Figure 1. Clock nets (run 1).
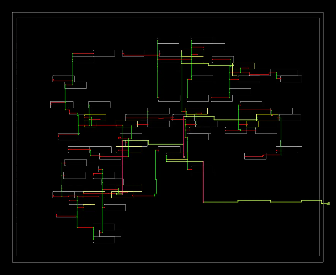
Figure 2. Supply network (run 1).
Scale bar: 50 um. Pins as bars on the die edge.
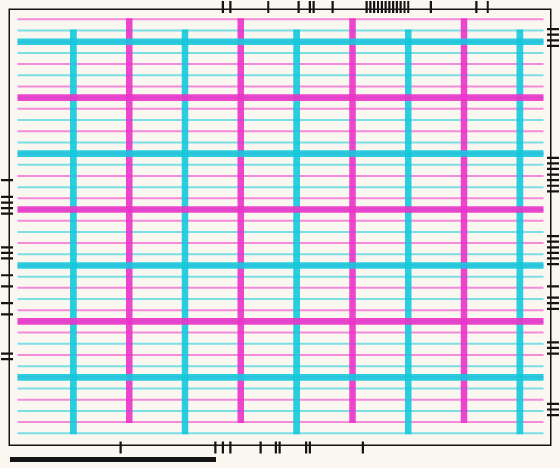
Figure 3. Metal 3 (run 1).
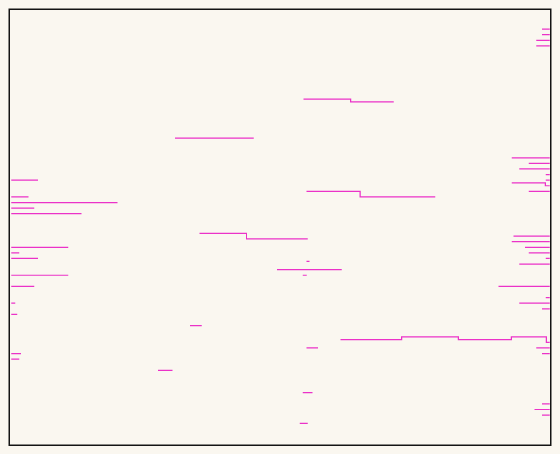
$ cat src/rtl/object_marker_sprite.sv
// rtl/object_marker_sprite.sv - square position marker overlay for the 1024x768 raster
//
// Draws a (2*HALF+1)^2 square centred on the last committed object position.
// New positions are buffered and committed only at frame start (vsync falling
// edge), so the marker never tears. The committed position ages frame by frame:
// LIVE draws COLOR, STALE draws STALE_COLOR, HIDDEN draws nothing.
//
// Ports:
//   clk_i          pixel clock
//   reset_i        asynchronous active-high reset
//   hcount_i[10:0] raster x
//   vcount_i[9:0]  raster y
//   vsync_i        active-low vertical sync
//   blank_i        high outside the active area
//   coord_valid_i  strobe: obj_x_i/obj_y_i carry a new position
//   obj_x_i[10:0]  marker centre x
//   obj_y_i[9:0]   marker centre y
//   pixel_o[23:0]  RGB, 0 where no marker (2 clocks after hcount/vcount/blank)
//   marker_on_o    marker covers the delayed pixel
//   stale_o        marker is in the STALE state
module object_marker_sprite #(
  parameter int unsigned  HALF         = 4,
  parameter logic [23:0]  COLOR        = 24'hFF0000,
  parameter logic [23:0]  STALE_COLOR  = 24'h808080,
  parameter int unsigned  STALE_FRAMES = 30,
  parameter int unsigned  HIDE_FRAMES  = 120
) (
  input  logic        clk_i,
  input  logic        reset_i,
  input  logic [10:0] hcount_i,
  input  logic [9:0]  vcount_i,
  input  logic        vsync_i,
  input  logic        blank_i,
  input  logic        coord_valid_i,
  input  logic [10:0] obj_x_i,
  input  logic [9:0]  obj_y_i,
  output logic [23:0] pixel_o,
  output logic        marker_on_o,
  output logic        stale_o
);

  typedef enum logic [1:0] {
    ST_HIDDEN = 2'd0,
    ST_LIVE   = 2'd1,
    ST_STALE  = 2'd2
  } state_t;

  localparam logic [7:0]         STALE_LIM = 8'(STALE_FRAMES);
  localparam logic [7:0]         HIDE_LIM  = 8'(HIDE_FRAMES);
  localparam logic signed [12:0] HALF_S    = 13'(HALF);

  state_t      state_q, state_d;
  logic [7:0]  age_q, age_d;
  logic        vsync_d_q;
  logic        pend_valid_q;
  logic [10:0] pend_x_q, cx_q;
  logic [9:0]  pend_y_q, cy_q;
  logic        hit_q, blank_q;
  logic        marker_on_q, stale_q;
  logic [23:0] pixel_q;

  logic        frame_tick;
  logic        commit;
  logic [7:0]  age_inc;

  assign frame_tick = vsync_d_q & ~vsync_i;
  // A strobe coincident with the frame tick commits directly, bypassing pend.
  assign commit     = frame_tick & (pend_valid_q | coord_valid_i);
  assign age_inc    = age_q + 8'd1;

  always_comb begin
    state_d = state_q;
    age_d   = age_q;
    if (commit) begin
      state_d = ST_LIVE;
      age_d   = 8'd0;
    end else if (frame_tick) begin
      case (state_q)
        ST_LIVE: begin
          age_d = age_inc;
          if (age_inc == STALE_LIM) state_d = ST_STALE;
        end
        ST_STALE: begin
          age_d = age_inc;
          if (age_inc == HIDE_LIM) begin
            state_d = ST_HIDDEN;
            age_d   = 8'd0;
          end
        end
        default: begin
          state_d = ST_HIDDEN;
          age_d   = 8'd0;
        end
      endcase
    end
  end

  always_ff @(posedge clk_i or posedge reset_i) begin
    if (reset_i) begin
      state_q <= ST_HIDDEN;
      age_q   <= 8'd0;
      stale_q <= 1'b0;
    end else begin
      state_q <= state_d;
      age_q   <= age_d;
      stale_q <= (state_d == ST_STALE);
    end
  end

  always_ff @(posedge clk_i or posedge reset_i) begin
    if (reset_i) begin
      vsync_d_q    <= 1'b1;
      pend_valid_q <= 1'b0;
      pend_x_q     <= 11'd0;
      pend_y_q     <= 10'd0;
      cx_q         <= 11'd0;
      cy_q         <= 10'd0;
    end else begin
      vsync_d_q <= vsync_i;
      if (commit) begin
        cx_q         <= coord_valid_i ? obj_x_i : pend_x_q;
        cy_q         <= coord_valid_i ? obj_y_i : pend_y_q;
        pend_valid_q <= 1'b0;
      end else if (coord_valid_i) begin
        pend_x_q     <= obj_x_i;
        pend_y_q     <= obj_y_i;
        pend_valid_q <= 1'b1;
      end
    end
  end

  // Zero-extended operands keep the subtraction signed without wrap at edges.
  logic signed [12:0] dx_s, dy_s;
  logic               hit;

  assign dx_s = $signed({2'b00, hcount_i}) - $signed({2'b00, cx_q});
  assign dy_s = $signed({3'b000, vcount_i}) - $signed({3'b000, cy_q});
  assign hit  = (dx_s >= -HALF_S) && (dx_s <= HALF_S) &&
                (dy_s >= -HALF_S) && (dy_s <= HALF_S) &&
                (cx_q < 11'd1024) && (cy_q < 10'd768);

  logic on_d;
  assign on_d = hit_q & ~blank_q & (state_q != ST_HIDDEN);

  always_ff @(posedge clk_i or posedge reset_i) begin
    if (reset_i) begin
      hit_q       <= 1'b0;
      blank_q     <= 1'b1;
      marker_on_q <= 1'b0;
      pixel_q     <= 24'd0;
    end else begin
      hit_q       <= hit;
      blank_q     <= blank_i;
      marker_on_q <= on_d;
      pixel_q     <= on_d ? ((state_q == ST_STALE) ? STALE_COLOR : COLOR) : 24'd0;
    end
  end

  assign pixel_o     = pixel_q;
  assign marker_on_o = marker_on_q;
  assign stale_o     = stale_q;

endmodule

$ cat config.mk
export PLATFORM = sky130hd
export DESIGN_NAME = object_marker_sprite
export DESIGN_NICKNAME = d
export VERILOG_FILES = /design/src/rtl/object_marker_sprite.sv
export SDC_FILE = /design/constraint.sdc
export NUM_CORES = 1
export LEC_CHECK = 0
export CORE_ASPECT_RATIO = 0.8
export CORE_MARGIN = 1.5
export CORE_UTILIZATION = 30
export CTS_CLUSTER_SIZE = 16
export DETAILED_ROUTE_END_ITERATION = 10
export SKIP_LAST_GASP = 1
export SLEW_MARGIN = 0
export SYNTH_ARGS = -nofsm -noshare
export SYNTH_HDL_FRONTEND = slang
export SYNTH_SLANG_ARGS = --single-unit
$ cat constraint.sdc
create_clock -name clk_i -period 5.5 [get_ports clk_i]
set_input_delay 0.55 -clock clk_i [delete_from_list [all_inputs] [get_ports clk_i]]
set_output_delay 0.55 -clock clk_i [all_outputs]
set_load 0.1 [all_outputs]
==> ci_impl_report.md, run 1 <==
## PnR job results

| Metric | Value |
|---|---|
| Status | `completed` |
| WL/cell | `12.7 um` |
| Fin crit share | `51.5%` |
| Synth cell types | `56` |
| Number of flops mapped to enable cells by yosys | `0` |
| # port buffers | `58` |
| Chip Area, Yosys | `3950 um2` |
| Worst vdd ir | `0.161 mV` |
| Pre-Repair DR Iteration Count | `4` |
| F_max | `0.353 GHz` |
| CP Launch Type | `primary input` |
| Reg2reg end | `stale_o` |
| Remaining Overflow, GRT | `0` |
| Final wirelength | `8.12 mm` |
| Critical path's largest stage delay | `0.45 ns` |
| Slowest CP cell | `clkdlybuf4s50_1` |
| Skew final | `0.00678 ns` |
| Cell Count, Final, Fillers Out | `642` |
| Final hold violations | `0` |
| Reg-to-reg slack, setup | `3.00 ns` |
| Crit path max fanout | `2` |
| Register area share after synthesis | `38.1%` |
| DRC | `0` |
| First-pass GRT wire length | `13.6 mm` |
| Layout Utilization | `38.4%` |
| Die Wd | `131 um` |
| Antenna viol nets, final | `0` |
| Period minus WS final | `2.83 ns` |
| Synthesis-to-finish area growth | `25.2%` |
| Post-CTS Resized | `0` |
| TNS Setup | `0 ns` |
| Row cnt | `37` |
| Antenna violations before repair | `0` |
| Syn Std Cell Area | `3950 um2` |
| Clk ins delay skew pair | `0.33 ns` |
| Layout cell share with drive strength beyond 1 | `11.8%` |
| Data arrival time of the worst path | `3.08 ns` |
| Number of global-route vias before repair | `2885` |
| Log Warnings | `29` |
| Critical path capture point type | `register` |
| RSZ-0062 raised after global routing | `no` |
| Reg-to-Reg Start | `age_q[0]` |
| Die y size | `106 um` |
| Hold_sp | `cx_q[3]` |
| Post-synth ARST share | `100%` |
| Hpwl dp | `6.41 mm` |
| Mean area per synthesized cell | `9.61 um2` |
| CTS Buf Count | `9` |
| Die area | `13900 um2` |
| Setup CP Type | `in -> reg` |
| Number of cells in Yosys stat | `411` |
| Worst-path clk slew | `0.05 ns` |
| Hold Buf Count CTS | `0` |
| Hold Path End | `cx_q[3]` |
| Filler cells | `1296` |
| Register area | `1500 um2` |
| Layout Nets | `537` |
| RePlAce Congestion | `0.825` |
| Postcts setup bufs | `0` |
| Relative slew slack | `35.0%` |
| H-tree depth | `3` |
| Yosys warning count | `0` |
Back to the opening pictures, Figure 1:
FF+latch count: 60
clock sinks: 60

Back to the opening pictures, Figure 2:
net	colour
VDD	magenta
VSS	cyan
met5 straps	7
rows	37
met4 straps	9
met1 rails	38
signal pins	73

Back to the opening pictures, Figure 3:
wire length on this layer	401 um
share of all routed wire	4.9%
nets with wire on the layer	46
longest straight run	25.5 um

run 1: synth_stat cells (all sizes together), types with 2 or more instances:
cell type  number  share of area (%)
nor3            9                1.3
or3             4               0.63
a31oi           2               0.32
o21a            3               0.57
nor4            6               0.95
dfrtp          58                 37
mux2i          24                6.1
xnor2          11                2.4
o211a           2               0.51
nand2          35                3.3
a21oi          17                2.2
nor2           12                1.1
o21ai          34                4.3
o211ai          2               0.38
inv            33                3.1
xor2            7                1.6
dfstp           2                1.3
or2             6               0.95
a21boi          2               0.38
o2111ai         5                1.1
mux2           22                6.3
nor2b           8                1.3
a2111o          2               0.57
a2111oi         2               0.63
buf            24                4.5
nand2b          4               0.63
o31ai           2               0.38
and3            3               0.48
and2            2               0.32
ha             26                8.2
nand3b          2               0.38
clkbuf         10               0.98
nand4           4               0.63
a22oi           2               0.38
nand3           7                1.2
o22ai           3               0.48
fa              2                1.0
run 1: critical path, delay by kind of cell:
kind / cells / cell delay [ns]
AND/OR/NAND/NOR: 4 / 0.99
buffers and inverters: 2 / 0.49
AND-OR/OR-AND: 2 / 0.27
XOR/XNOR: 1 / 0.16
adder cells (fa/ha/maj): 2 / 0.62
run 1: flip-flops by register name (all words and copies together) (netlist names):
| register | flops |
|---|---|
| pixel_o | 3 |
| pend_valid_q | 1 |
| cx_q | 11 |
| pend_x_q | 11 |
| stale_o | 1 |
| vsync_d_q | 1 |
| cy_q | 10 |
| blank_q | 1 |
| hit_q | 1 |
| age_q | 8 |
| pend_y_q | 10 |
| state_q | 2 |
run 1: cell type report:
| type | count | share of cell area, % |
|---|---|---|
| clock buffer | 12 | 5.39 |
| tap | 175 | 4.43 |
| sequential | 60 | 30.4 |
| clock inverter | 4 | 1.42 |
| multi-input combinational | 297 | 43.6 |
| timing repair buffer | 61 | 12.2 |
| inverter | 33 | 2.51 |
run 1: routing by layer:
layer	global-route usage (%)	up-vias	part of all wire [%]
met2	18.7	56	44
met1	16.4	1349	50
met5	0	-	0
li1	-	1519	-
met4	3.97	0	1.3
met3	4.43	11	4.9
run 1: worst max-delay path by stage:
stage,startpoint,end,depth (start not counted)
2_1_floorplan,vcount_i[0],hit_q,10
3_3_place_gp,vcount_i[0],hit_q,11
3_5_place_dp,vcount_i[0],hit_q,11
4_1_cts,vcount_i[0],hit_q,11
5_1_grt,vcount_i[0],hit_q,11
6_report,vcount_i[0],hit_q,11
run 1: power by group:
group	switching [mW]	internal, mW	total (mW)
Combinational	0.265	0.196	0.461
Sequential	0.0289	0.495	0.524
Clock	0.191	0.431	0.622
Total	0.484	1.12	1.61
run 1: per-stage QoR:
step	cell area, um2	hold WS, ns
floorplan	4000	0.450
global placement	4610	0.462
detailed placement	4610	0.471
CTS	4940	0.483
global route	4940	0.509
finish	4940	0.478
run 1: logic make-up after synthesis:
| group | Yosys count | synth area share (%) |
|---|---|---|
| AND/OR/NAND/NOR | 106 | 14.0 |
| AND-OR/OR-AND | 85 | 13.7 |
| buffers and inverters | 67 | 8.62 |
| flip-flops | 60 | 38.1 |
| multiplexers | 46 | 12.4 |
| adder cells (fa/ha/maj) | 28 | 9.25 |
| XOR/XNOR | 18 | 3.99 |
| other | 1 | 0.0949 |
==> run 2: changes to the inputs <==
==> constraint.sdc (replaced) <==
create_clock -name clk_i -period 2.5 [get_ports clk_i]
set_input_delay 0.25 -clock clk_i [delete_from_list [all_inputs] [get_ports clk_i]]
set_output_delay 0.25 -clock clk_i [all_outputs]
set_load 0.1 [all_outputs]
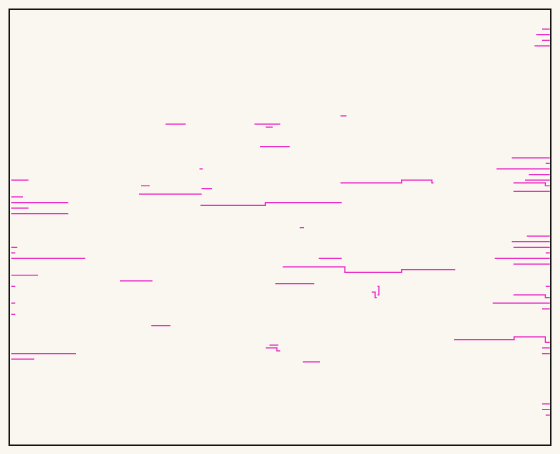
Figure 4: run 2, metal 3.
share of all routed wire	4.9%
main direction	horizontal

==> ci_impl_report.md, run 2 <==
## PnR job results

| Metric | Value |
|---|---|
| Post-synth ARST share | `100%` |
| CTS Buf Count | `9` |
| Synth area leaders | `dfrtp_1 (37%), ha_1 (8.2%), mux2_2 (6.3%)` |
| Final hold violations | `0` |
| Worst vdd ir | `0.368 mV` |
| Worst Slack Setup Final | `-0.0467 ns` |
| Number of global-route vias before repair | `3099` |
| Layout Nets | `557` |
| Filler cells | `1314` |
| Die area | `13900 um2` |
| Fin crit share | `102%` |
| Critical path's largest stage delay | `0.40 ns` |
| Sw frac | `31.2%` |
| Final Instance Area | `5090 um2` |
| Area after DPL | `4730 um2` |
| Clk ins delay skew pair | `0.33 ns` |
| Clock share of power | `36.3%` |
| Setup-failing EPs final | `1` |
| Most frequent cells after synthesis | `dfrtp_1 (58), nand2_1 (35), inv_1 (33)` |
| Flop pwr share | `32.2%` |
| Final wirelength | `8.76 mm` |
| # port buffers | `58` |
| Die y size | `106 um` |
| Pre-Repair DR Iteration Count | `5` |
| Combinational Power Share | `31.5%` |
| RePlAce Congestion | `0.862` |
| Synthesis-to-finish area growth | `28.8%` |
| Number of flops mapped to enable cells by yosys | `0` |
| Worst-path clk slew | `0.05 ns` |
| Violated checks | `setup timing` |
| Crit path max fanout | `2` |
| Die Wd | `131 um` |
| Critical path capture point type | `register` |
| Log Warnings | `30` |
| Remaining Overflow, GRT | `0` |
| Hpwl dp | `6.78 mm` |
| DRC | `0` |
| First-pass GRT wire length | `14.3 mm` |
| Clock sinks | `60` |
| Register area share after synthesis | `38.1%` |
| Yosys top cell by area | `dfrtp_1` |
| Postcts setup bufs | `0` |
| Status | `finished with violations` |
| Layout cell share with drive strength beyond 1 | `19.5%` |
| Mean area per synthesized cell | `9.61 um2` |
| Chip Area, Yosys | `3950 um2` |
| WL/cell | `13.2 um` |
| Biggest regs | `cx_q: 11 flops, pend_x_q: 11 flops` |
| Synth cell types | `56` |
| Yosys warning count | `0` |
-- run 2: worst paths after layout --
kind,to,slack [ns],cells past startpoint
worst max-delay path,hit_q,-0.05,11
worst min-delay path,age_q[3],0.25,2
worst max register to register,hit_q,-0.05,11
worst min register to register,cx_q[10],0.47,2
max in group asynchronous,cy_q[2],1.58,3
min in group clk_i,blank_q,0.33,1
-- run 2: kinds of logic (layout without fill, tap and decap cells) --
logic type	Yosys count	after routing	share of synthesized area [%]
AND/OR/NAND/NOR	106	106	14.0
AND-OR/OR-AND	85	85	13.7
buffers and inverters	67	130	8.62
flip-flops	60	60	38.1
multiplexers	46	46	12.4
adder cells (fa/ha/maj)	28	28	9.25
XOR/XNOR	18	18	3.99
other	1	14	0.0949
-- run 2: layout make-up --
class | instances | area, um2 | area share [%]
well taps | 175 | 219 | 4.30
inverters | 33 | 124 | 2.43
repair buffers | 81 | 727 | 14.3
clock inverters | 1 | 30.0 | 0.590
flip-flops and latches | 60 | 1500 | 29.6
clock buffers | 15 | 288 | 5.66
multi-input cells | 297 | 2200 | 43.2
-- run 2: per-layer routing --
layer / part of all wire, % / wire [um] / GRT usage, % / up-vias
met3: 4.9 / 431 / 4.52 / 14
met2: 46 / 4040 / 20.6 / 74
li1: - / - / - / 1560
met5: 0 / 0 / 0 / -
met1: 47 / 4160 / 16.6 / 1451
met4: 1.4 / 125 / 3.97 / 0
-- run 2: critical path, delay by kind of cell, from the launching register on --
family                   cells  cell delay [ns]
AND/OR/NAND/NOR              2             0.52
XOR/XNOR                     1             0.24
buffers and inverters        2             0.17
flip-flops                   1             0.40
adder cells (fa/ha/maj)      2             0.57
AND-OR/OR-AND                4             0.58
-- run 2: what timing repair did --
action,in CTS,in global routing
pin swaps,1,6
hold buffers,0,0
endpoints found under the setup margin,1,1
cloned,0,0
gates resized,4,7
-- run 2: power by group through the flow --
stage	sequential (mW)	clock (mW)	combinational, mW
3_5_place_dp	1.17	0	1.09
3_3_place_gp	1.16	0	1.06
6_report	1.16	1.31	1.13
5_1_grt	1.17	1.38	1.26
4_1_cts	1.16	1.34	1.11
2_1_floorplan	1.15	0	0.800
-- run 2: stage by stage --
stage / worst slack [ns] / hold slack, ns / setup TNS (ns) / utilization, % / std cells
floorplan: 0.224 / 0.254 / 0 / - / 424
global placement: -0.318 / 0.461 / -0.318 / 36.7 / 646
detailed placement: -0.411 / 0.470 / -0.411 / 36.7 / 646
CTS: 0.0111 / 0.260 / 0 / 39.3 / 662
global route: -0.156 / 0.299 / -0.156 / 39.5 / 662
finish: -0.0467 / 0.254 / -0.0467 / 39.5 / 662
Power and IR drop assume default switching activity.
